### src/rtl/pipe_collision_sequencer.sv
`default_nettype none
// +-----------------------------------------------------------------------------+
// | pipe_collision_sequencer                                                    |
// | Snapshots the on-screen pipes once per frame, walks one shared collision    |
// | checker across them and tracks the READY/PLAYING/OVER game state.           |
// | Optional: PIPE_COLLISION_INVULN_EN masks hits for the first INVULN_FRAMES   |
// | scans after start.                                                          |
// | Revision: 1.0                                                               |
// +-----------------------------------------------------------------------------+
module pipe_collision_sequencer #(
    parameter int NUM_PIPES     = 4,
    parameter int IDX_W         = 2,
    parameter int INVULN_FRAMES = 60
) (
    input  logic                    clk,
    input  logic                    reset,
    input  logic                    start,
    input  logic                    frame_tick,
    input  logic [NUM_PIPES-1:0]    pipe_valid,
    input  logic [10*NUM_PIPES-1:0] pipe_x_all,
    input  logic [10*NUM_PIPES-1:0] pipe_y_top_all,
    input  logic [10*NUM_PIPES-1:0] pipe_y_bot_all,
    output logic [9:0]              chk_pipe_x,
    output logic [9:0]              chk_pipe_y_top,
    output logic [9:0]              chk_pipe_y_bot,
    input  logic                    chk_collided,
    output logic [1:0]              game_state,
    output logic                    game_over,
    output logic [IDX_W-1:0]        hit_pipe,
    output logic                    scan_busy,
    output logic                    scan_done,
    output logic                    frame_overrun,
    output logic                    invuln
);

    typedef enum logic [1:0] {
        ST_READY      = 2'd0,
        ST_WAIT_FRAME = 2'd1,
        ST_SCAN       = 2'd2,
        ST_OVER       = 2'd3
    } state_t;

    localparam logic [IDX_W-1:0] c_last_idx = IDX_W'(NUM_PIPES - 1);

    state_t                 state_q, state_d;
    logic [IDX_W-1:0]       idx_q, idx_d;
    logic [NUM_PIPES-1:0]   snap_valid_q, snap_valid_d;
    logic [9:0]             snap_x_q   [NUM_PIPES];
    logic [9:0]             snap_x_d   [NUM_PIPES];
    logic [9:0]             snap_top_q [NUM_PIPES];
    logic [9:0]             snap_top_d [NUM_PIPES];
    logic [9:0]             snap_bot_q [NUM_PIPES];
    logic [9:0]             snap_bot_d [NUM_PIPES];
    logic                   hit_found_q, hit_found_d;
    logic [IDX_W-1:0]       hit_idx_q, hit_idx_d;
    logic [IDX_W-1:0]       hit_pipe_q, hit_pipe_d;
    logic                   overrun_q, overrun_d;
    logic                   scan_done_q, scan_done_d;
    logic                   game_over_q, game_over_d;
    logic                   scan_busy_q, scan_busy_d;
    logic [1:0]             game_state_q, game_state_d;
    logic                   w_in_scan;
    logic                   w_masked;
    logic                   w_hit_now;

    assign w_in_scan = (state_q == ST_SCAN);
    assign w_hit_now = w_in_scan && snap_valid_q[idx_q] && chk_collided && !w_masked;

    // The checker sees only snapshot data, and idles at zero between scans.
    always_comb begin
        chk_pipe_x     = '0;
        chk_pipe_y_top = '0;
        chk_pipe_y_bot = '0;
        if (w_in_scan) begin
            chk_pipe_x     = snap_x_q[idx_q];
            chk_pipe_y_top = snap_top_q[idx_q];
            chk_pipe_y_bot = snap_bot_q[idx_q];
        end
    end

    always_comb begin
        state_d      = state_q;
        idx_d        = idx_q;
        snap_valid_d = snap_valid_q;
        snap_x_d     = snap_x_q;
        snap_top_d   = snap_top_q;
        snap_bot_d   = snap_bot_q;
        hit_found_d  = hit_found_q;
        hit_idx_d    = hit_idx_q;
        hit_pipe_d   = hit_pipe_q;
        overrun_d    = overrun_q;
        scan_done_d  = 1'b0;
        case (state_q)
            ST_READY: begin
                if (start) state_d = ST_WAIT_FRAME;
            end
            ST_WAIT_FRAME: begin
                if (frame_tick) begin
                    state_d      = ST_SCAN;
                    idx_d        = '0;
                    hit_found_d  = 1'b0;
                    snap_valid_d = pipe_valid;
                    for (int i = 0; i < NUM_PIPES; i++) begin
                        snap_x_d[i]   = pipe_x_all[10*i +: 10];
                        snap_top_d[i] = pipe_y_top_all[10*i +: 10];
                        snap_bot_d[i] = pipe_y_bot_all[10*i +: 10];
                    end
                end
            end
            ST_SCAN: begin
                if (frame_tick) overrun_d = 1'b1;
                // First hit wins; later hits in the same scan leave it alone.
                if (w_hit_now && !hit_found_q) begin
                    hit_found_d = 1'b1;
                    hit_idx_d   = idx_q;
                end
                if (idx_q == c_last_idx) begin
                    idx_d       = '0;
                    scan_done_d = 1'b1;
                    if (hit_found_q || w_hit_now) begin
                        state_d    = ST_OVER;
                        hit_pipe_d = hit_found_q ? hit_idx_q : idx_q;
                    end else begin
                        state_d = ST_WAIT_FRAME;
                    end
                end else begin
                    idx_d = idx_q + 1'b1;
                end
            end
            ST_OVER: begin
                if (start) begin
                    state_d    = ST_READY;
                    hit_pipe_d = '0;
                    overrun_d  = 1'b0;
                end
            end
            default: state_d = ST_READY;
        endcase

        case (state_d)
            ST_READY:      game_state_d = 2'd0;
            ST_OVER:       game_state_d = 2'd2;
            default:       game_state_d = 2'd1;
        endcase
        game_over_d = (state_d == ST_OVER);
        scan_busy_d = (state_d == ST_SCAN);
    end

    always_ff @(posedge clk) begin
        if (reset) begin
            state_q      <= ST_READY;
            idx_q        <= '0;
            snap_valid_q <= '0;
            snap_x_q     <= '{default: '0};
            snap_top_q   <= '{default: '0};
            snap_bot_q   <= '{default: '0};
            hit_found_q  <= 1'b0;
            hit_idx_q    <= '0;
            hit_pipe_q   <= '0;
            overrun_q    <= 1'b0;
            scan_done_q  <= 1'b0;
            game_over_q  <= 1'b0;
            scan_busy_q  <= 1'b0;
            game_state_q <= 2'd0;
        end else begin
            state_q      <= state_d;
            idx_q        <= idx_d;
            snap_valid_q <= snap_valid_d;
            snap_x_q     <= snap_x_d;
            snap_top_q   <= snap_top_d;
            snap_bot_q   <= snap_bot_d;
            hit_found_q  <= hit_found_d;
            hit_idx_q    <= hit_idx_d;
            hit_pipe_q   <= hit_pipe_d;
            overrun_q    <= overrun_d;
            scan_done_q  <= scan_done_d;
            game_over_q  <= game_over_d;
            scan_busy_q  <= scan_busy_d;
            game_state_q <= game_state_d;
        end
    end

    assign game_state    = game_state_q;
    assign game_over     = game_over_q;
    assign hit_pipe      = hit_pipe_q;
    assign scan_busy     = scan_busy_q;
    assign scan_done     = scan_done_q;
    assign frame_overrun = overrun_q;

`ifdef PIPE_COLLISION_INVULN_EN
    logic [7:0] frame_cnt_q, frame_cnt_d;
    logic       invuln_q, invuln_d;

    // Counts completed scans since start, saturating at 255.
    always_comb begin
        frame_cnt_d = frame_cnt_q;
        if (state_q == ST_READY && start) begin
            frame_cnt_d = '0;
        end else if (scan_done_d && frame_cnt_q != 8'hFF) begin
            frame_cnt_d = frame_cnt_q + 8'd1;
        end
        invuln_d = (state_d == ST_WAIT_FRAME || state_d == ST_SCAN) &&
                   (int'({24'd0, frame_cnt_d}) < INVULN_FRAMES);
    end

    always_ff @(posedge clk) begin
        if (reset) begin
            frame_cnt_q <= '0;
            invuln_q    <= 1'b0;
        end else begin
            frame_cnt_q <= frame_cnt_d;
            invuln_q    <= invuln_d;
        end
    end

    assign w_masked = (int'({24'd0, frame_cnt_q}) < INVULN_FRAMES);
    assign invuln   = invuln_q;
`else
    logic w_unused_invuln_cfg;
    assign w_unused_invuln_cfg = (INVULN_FRAMES != 0);
    assign w_masked = 1'b0;
    assign invuln   = 1'b0;
`endif

endmodule
`default_nettype wire

### config.mk
export PLATFORM = sky130hd
export DESIGN_NAME = pipe_collision_sequencer
export DESIGN_NICKNAME = d
export VERILOG_FILES = /design/src/rtl/pipe_collision_sequencer.sv
export SDC_FILE = /design/constraint.sdc
export NUM_CORES = 1
export LEC_CHECK = 0
export CORE_MARGIN = 5
export CORE_UTILIZATION = 40
export DETAILED_ROUTE_END_ITERATION = 10
export PLACE_DENSITY = 0.72
export SYNTH_ARGS = -nofsm -noshare
export SYNTH_HDL_FRONTEND = slang
export SYNTH_SLANG_ARGS = --single-unit
### constraint.sdc
create_clock -name clk -period 1.95 [get_ports clk]
set_input_delay 0.2925 -clock clk [delete_from_list [all_inputs] [get_ports clk]]
set_output_delay 0.2925 -clock clk [all_outputs]
set_load 0.03 [all_outputs]
### M3 wires, run 1

Scale: 4 px per µm.
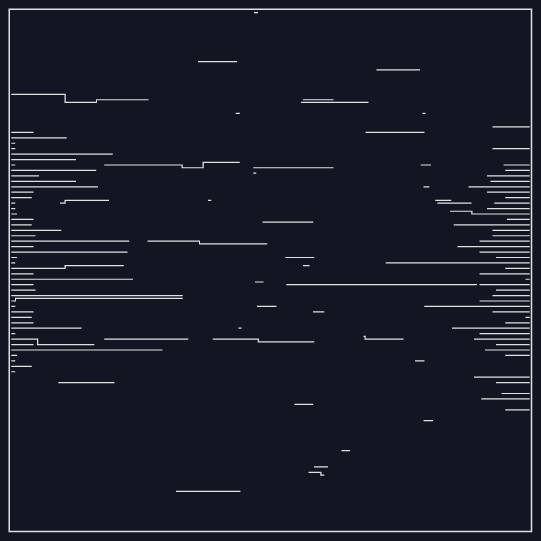
main direction: horizontal
share of all routed wire: 8.2%
total wirelength of the detailed-routed design: 16500 µm
total via count after detailed routing: 5168

### Clock wires, drivers and flops, run 1

Scale: 4 px per µm.
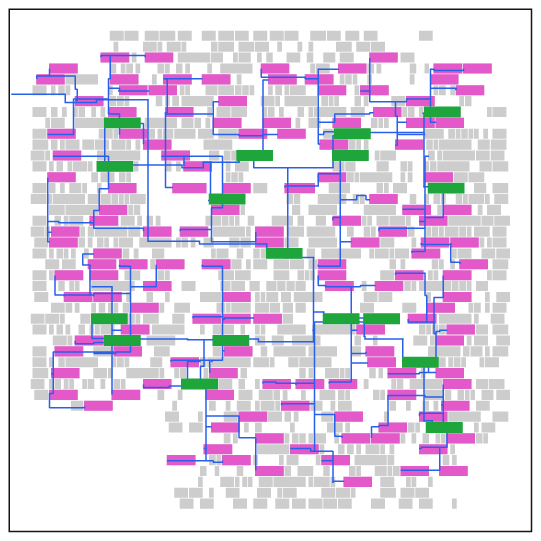
[magenta] flip-flops | count: 138
[green] clock-net drivers | count: 17
[blue] clock wires | length: 1720 µm
routed clock nets: 18

### Gate families picked out, run 1

Scale: 2 px per µm.
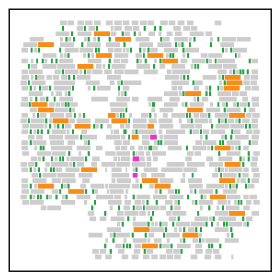
[magenta] non-inverting ao/oa cells | cells: 3
[green] nand cells | cells: 261 | most used: nand2_1 | where: all over the die
[orange] mux cells | cells: 34 | most used: mux4_2
most frequent logic cell in the layout: nand2_1
combinational share of cell area: 32.8%
number of non-filler instances in the completed layout: 1049

### Wiring by layer, run 1

Scale: 2 px per µm.
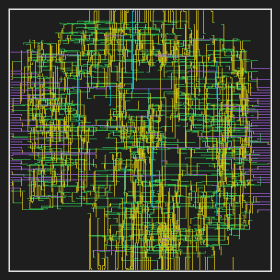
[purple] M3 | wire length: 1360 µm
[yellow] M2 | wire length: 7850 µm
[cyan] M4 | wire length: 246 µm
[green] M1 | wire length: 7070 µm

==> impl_metrics.json, run 1 <==
{
  "critical-path-slowest-cell": "mux4_2",
  "grt_antenna_before_repair": 0,
  "drc_errors": 0,
  "worstPathBufferInverterCount": 3,
  "worstRegToRegCells": 7,
  "core_util_at_fp_pct": 40.2,
  "synth_top_area_share_pct": 47.8,
  "synth-seq-cells": 138,
  "ys_dominant_reg_cell": "dfxtp_1",
  "cts_htree_levels": 4,
  "grt_max_degree": 79,
  "power.group.top": "the clock network",
  "cts_made_buffers": 17,
  "static-leakage-power_uw": 0.00319,
  "max_slew.worst_pin.slew_ns": 0.628,
  "postLayoutCoreUtil_pct": 60.8,
  "die_w_um": 130,
  "synth-warning-count": 0,
  "port_buffers": 166,
  "r2r_start": "idx_q[0]",
  "layout_cell_share_with_drive_strength_beyond_1_pct": 20.3,
  "cts_root_buffer": "clkbuf_16",
  "finalSetupViolCount": 35,
  "post-route-worst-setup-slack_ns": -0.227,
  "crit_path_cell_trace": "buf_8 > buf_6 > mux4_2 > and2_4 > buf_6",
  "violations": "negative setup slack",
  "worst_ir_drop_vdd_v": 0.000599,
  "detail_route.wl_per_cell_um": 15.7,
  "drtIter0Drc": 228,
  "synthTopCellsByArea": "dfxtp_1 (48%), nand2_1 (17%), mux4_2 (12%)",
  "timing_max_transition_violations_final": 0,
  "status": "finished with violations",
  "yosys.stat.chipArea_um2": 5780,
  "synthCells": 683,
  "powerDensity_nw_per_um2": 851,
  "worst_skew_pair.late_latency_ns": 0.41,
  "worst_setup_path_start_kind": "register",
  "worst-path-max-fanout": 5
}
-- run 1: cell type report --
| class | count | area, µm² | area share (%) |
|---|---|---|---|
| clock inverter | 11 | 166 | 1.90 |
| multi-input combinational | 486 | 2860 | 32.8 |
| inverter | 1 | 3.75 | 0.0429 |
| timing repair buffer | 208 | 2230 | 25.5 |
| sequential | 138 | 2770 | 31.7 |
| tap | 184 | 230 | 2.63 |
| clock buffer | 21 | 480 | 5.50 |
-- run 1: worst max-delay path by stage --
| stage | from | endpoint | cells past startpoint |
|---|---|---|---|
| floorplan | idx_q[0] | game_state[0] | 6 |
| global placement | idx_q[0] | chk_pipe_y_bot[0] | 4 |
| detailed placement | idx_q[0] | chk_pipe_y_bot[1] | 4 |
| CTS | idx_q[0] | chk_pipe_y_bot[4] | 5 |
| global route | idx_q[0] | chk_pipe_y_bot[8] | 5 |
| finish | idx_q[0] | chk_pipe_y_bot[2] | 5 |
-- run 1: Yosys cell counts, types with 2 or more instances --
master and instances:
nand3_1 2, ha_1 3, nor2_1 8, o22ai_1 2
and2_1 30, buf_2 15, clkbuf_1 40, nand2_1 258
buf_4 2, a31oi_1 2, mux2i_1 2, a21oi_1 129
o21ai_0 2, mux4_2 31, dfxtp_1 138, nor2b_1 4
-- run 1: logic make-up after synthesis --
family | share of synthesized area, %
fa+ha+maj | 0.649
flops | 47.8
compound gates | 12.5
simple gates | 21.9
other cells | 0.0649
buf+inv | 4.42
mux | 12.6
-- run 1: through the flow --
stage / std cells / total power [µW]
after floorplan: 683 / 3500
after global placement: 999 / 3930
after detailed placement: 999 / 3950
after CTS: 1042 / 7490
after global routing: 1049 / 7730
final: 1049 / 7440
-- run 1: repair_timing --
action,in CTS,in global routing
cloned,1,0
resized,204,11
endpoints found under the setup margin,34,36
setup buffers,10,8
pin swaps,21,3
### Clock routing, run 1

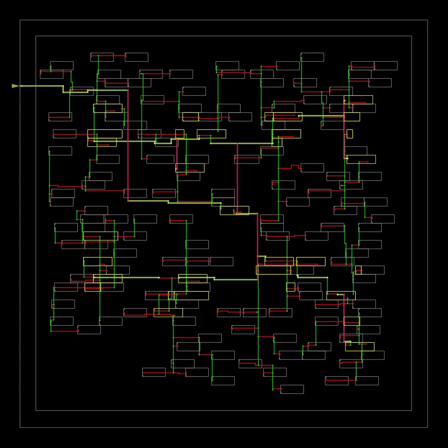

==> run 2: changes to the inputs <==
--- a/config.mk
+++ b/config.mk
@@ -6,9 +6,9 @@
 export NUM_CORES = 1
 export LEC_CHECK = 0
 export CORE_MARGIN = 5
-export CORE_UTILIZATION = 40
+export CORE_UTILIZATION = 43
 export DETAILED_ROUTE_END_ITERATION = 10
-export PLACE_DENSITY = 0.72
+export PLACE_DENSITY = 0.76
 export SYNTH_ARGS = -nofsm -noshare
 export SYNTH_HDL_FRONTEND = slang
 export SYNTH_SLANG_ARGS = --single-unit
### Clock routing, run 2

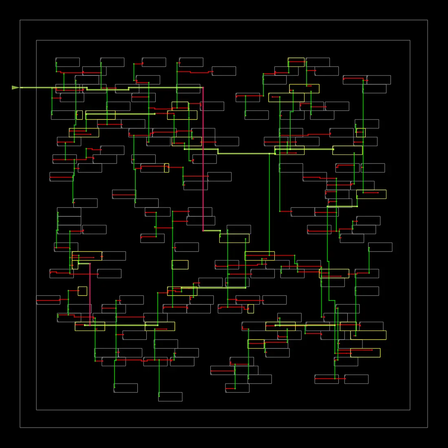
Setup Skew: 0.0115 ns
# clk buffers: 23
CTS Buf Count: 17
P_clk: 3170 µW
clock sink count: 138

==> run 2 against run 1 <==
The flow still finishes with violations (negative setup slack). Wire length is 3.5% lower. First-iteration DRC count grew 34%. Sequential cell count stayed put. Power shrank 4.6%. Worst hold slack better by 0.19 ns. Maximum frequency increased by 0.57%. Setup slack improved by 0.012 ns. Combinational power shrank 3.8%. Non-clock buffer count down 12. Clock-buffer cell count is 2 higher. Clock power fell by 8.6%. Largest power group unchanged.
==> impl_metrics.json, run 2 <==
{
  "finalSetupViolCount": 34,
  "worst-path-max-fanout": 7,
  "synthCells": 683,
  "total_power_uw": 7100,
  "worstPathBufferInverterCount": 3,
  "worst_skew_pair.late_latency_ns": 0.42,
  "core_util_at_fp_pct": 43.8,
  "power.group.top": "the clock network",
  "timing_max_transition_violations_final": 0,
  "cpMostUsedCell": "buf_12",
  "status": "finished with violations",
  "post_cts_setup_inserts": 6,
  "worst_ir_drop_vdd_v": 0.000649,
  "critical-path-slowest-cell": "mux4_2",
  "post_cts_resized": 134,
  "violations": "negative setup slack",
  "grt_antenna_before_repair": 0,
  "static-leakage-power_uw": 0.00309,
  "drtIter0Drc": 306,
  "port_buffers": 166,
  "powerDensity_nw_per_um2": 832,
  "synth-warning-count": 0,
  "synth_top_cell_by_count": "nand2_1",
  "cts_htree_levels": 4,
  "grt_max_degree": 75,
  "final_layout_top_logic_cell": "nand2_1",
  "list_of_most_frequent_post_synthesis_cells": "nand2_1 (258), dfxtp_1 (138), a21oi_1 (129), clkbuf_1 (40), mux4_2 (31)",
  "worst_setup_path_start_kind": "register",
  "post-route-worst-setup-slack_ns": -0.215,
  "yosys.stat.chipArea_um2": 5780,
  "synthTopCellsByArea": "dfxtp_1 (48%), nand2_1 (17%), mux4_2 (12%)",
  "crit_path_cell_trace": "buf_12 > buf_12 > mux4_2 > and2_4 > buf_6",
  "synth_top_area_share_pct": 47.8,
  "synth-seq-cells": 138
}
### Wiring by layer, run 2

Scale: 2 px per µm.
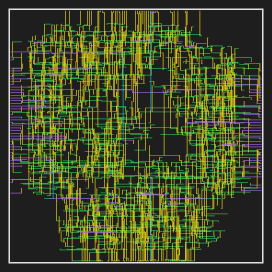
[green] M1 | wire length: 6610 µm
[yellow] M2 | wire length: 8080 µm
[cyan] M4 | wire length: 153 µm
[purple] M3 | wire length: 1100 µm
total via count after detailed routing: 5199
drt wl/cell: 15.5 µm
GRT Util Overall: 19.9%
total wirelength of the detailed-routed design: 15900 µm

[run 2: cell types whose count changed in the layout (fill, tap and decap cells not counted)]
cell / delta
buf_6: -7
buf_8: -2
clkinv_4: -1
bufinv_16: -2
ha_1: +1
ha_2: -1
clkbuf_8: +1
clkinvlp_4: -1
clkbuf_1: +1
buf_4: -3
nor2b_1: +1
nor2b_4: -1
[run 2: metrics by stage]
step | std cells | util, % | area (µm²) | setup slack (ns)
2_1_floorplan | 683 | - | 5780 | 0.00577
3_3_place_gp | 986 | 57.8 | 7630 | -0.112
3_5_place_dp | 986 | 57.8 | 7630 | -0.150
4_1_cts | 1023 | 64.4 | 8500 | -0.263
5_1_grt | 1027 | 64.7 | 8530 | -0.284
6_report | 1027 | 64.7 | 8530 | -0.215
[run 2: layer usage]
metal	GRT usage (%)	wire length (µm)	share of wire [%]	up-vias
met5	0	0	0	-
met4	6.56	153	0.96	0
met3	7.11	1100	6.9	8
met2	33.4	8080	51	154
met1	23.8	6610	41	2458
li1	-	-	-	2579
[run 2: worst paths after layout]
kind                start  slack (ns)  cells past startpoint                end
max              idx_q[0]       -0.21                      5  chk_pipe_y_top[1]
min                 reset        0.29                      2          scan_busy
max reg2reg      idx_q[0]       -0.20                      7      game_state[0]
min reg2reg  snap_x_q[17]        0.45                      2       snap_x_q[17]
[run 2: kinds of logic after synthesis]
family	Yosys count	synth area share [%]
simple gates	308	21.9
compound gates	140	12.5
flops	138	47.8
buf+inv	59	4.42
mux	34	12.6
fa+ha+maj	3	0.649
other cells	1	0.0649
[run 2: area by class of cell]
cell class              count  area (µm²)
flip-flops and latches    138        2770
clock inverters             7        90.1
well taps                 176         220
repair buffers            196        2100
multi-input cells         486        2850
inverters                   1        3.75
fillers                  1104        4660
clock buffers              23         498
Power figures rest on the tool's default switching activity, not on a simulated workload.
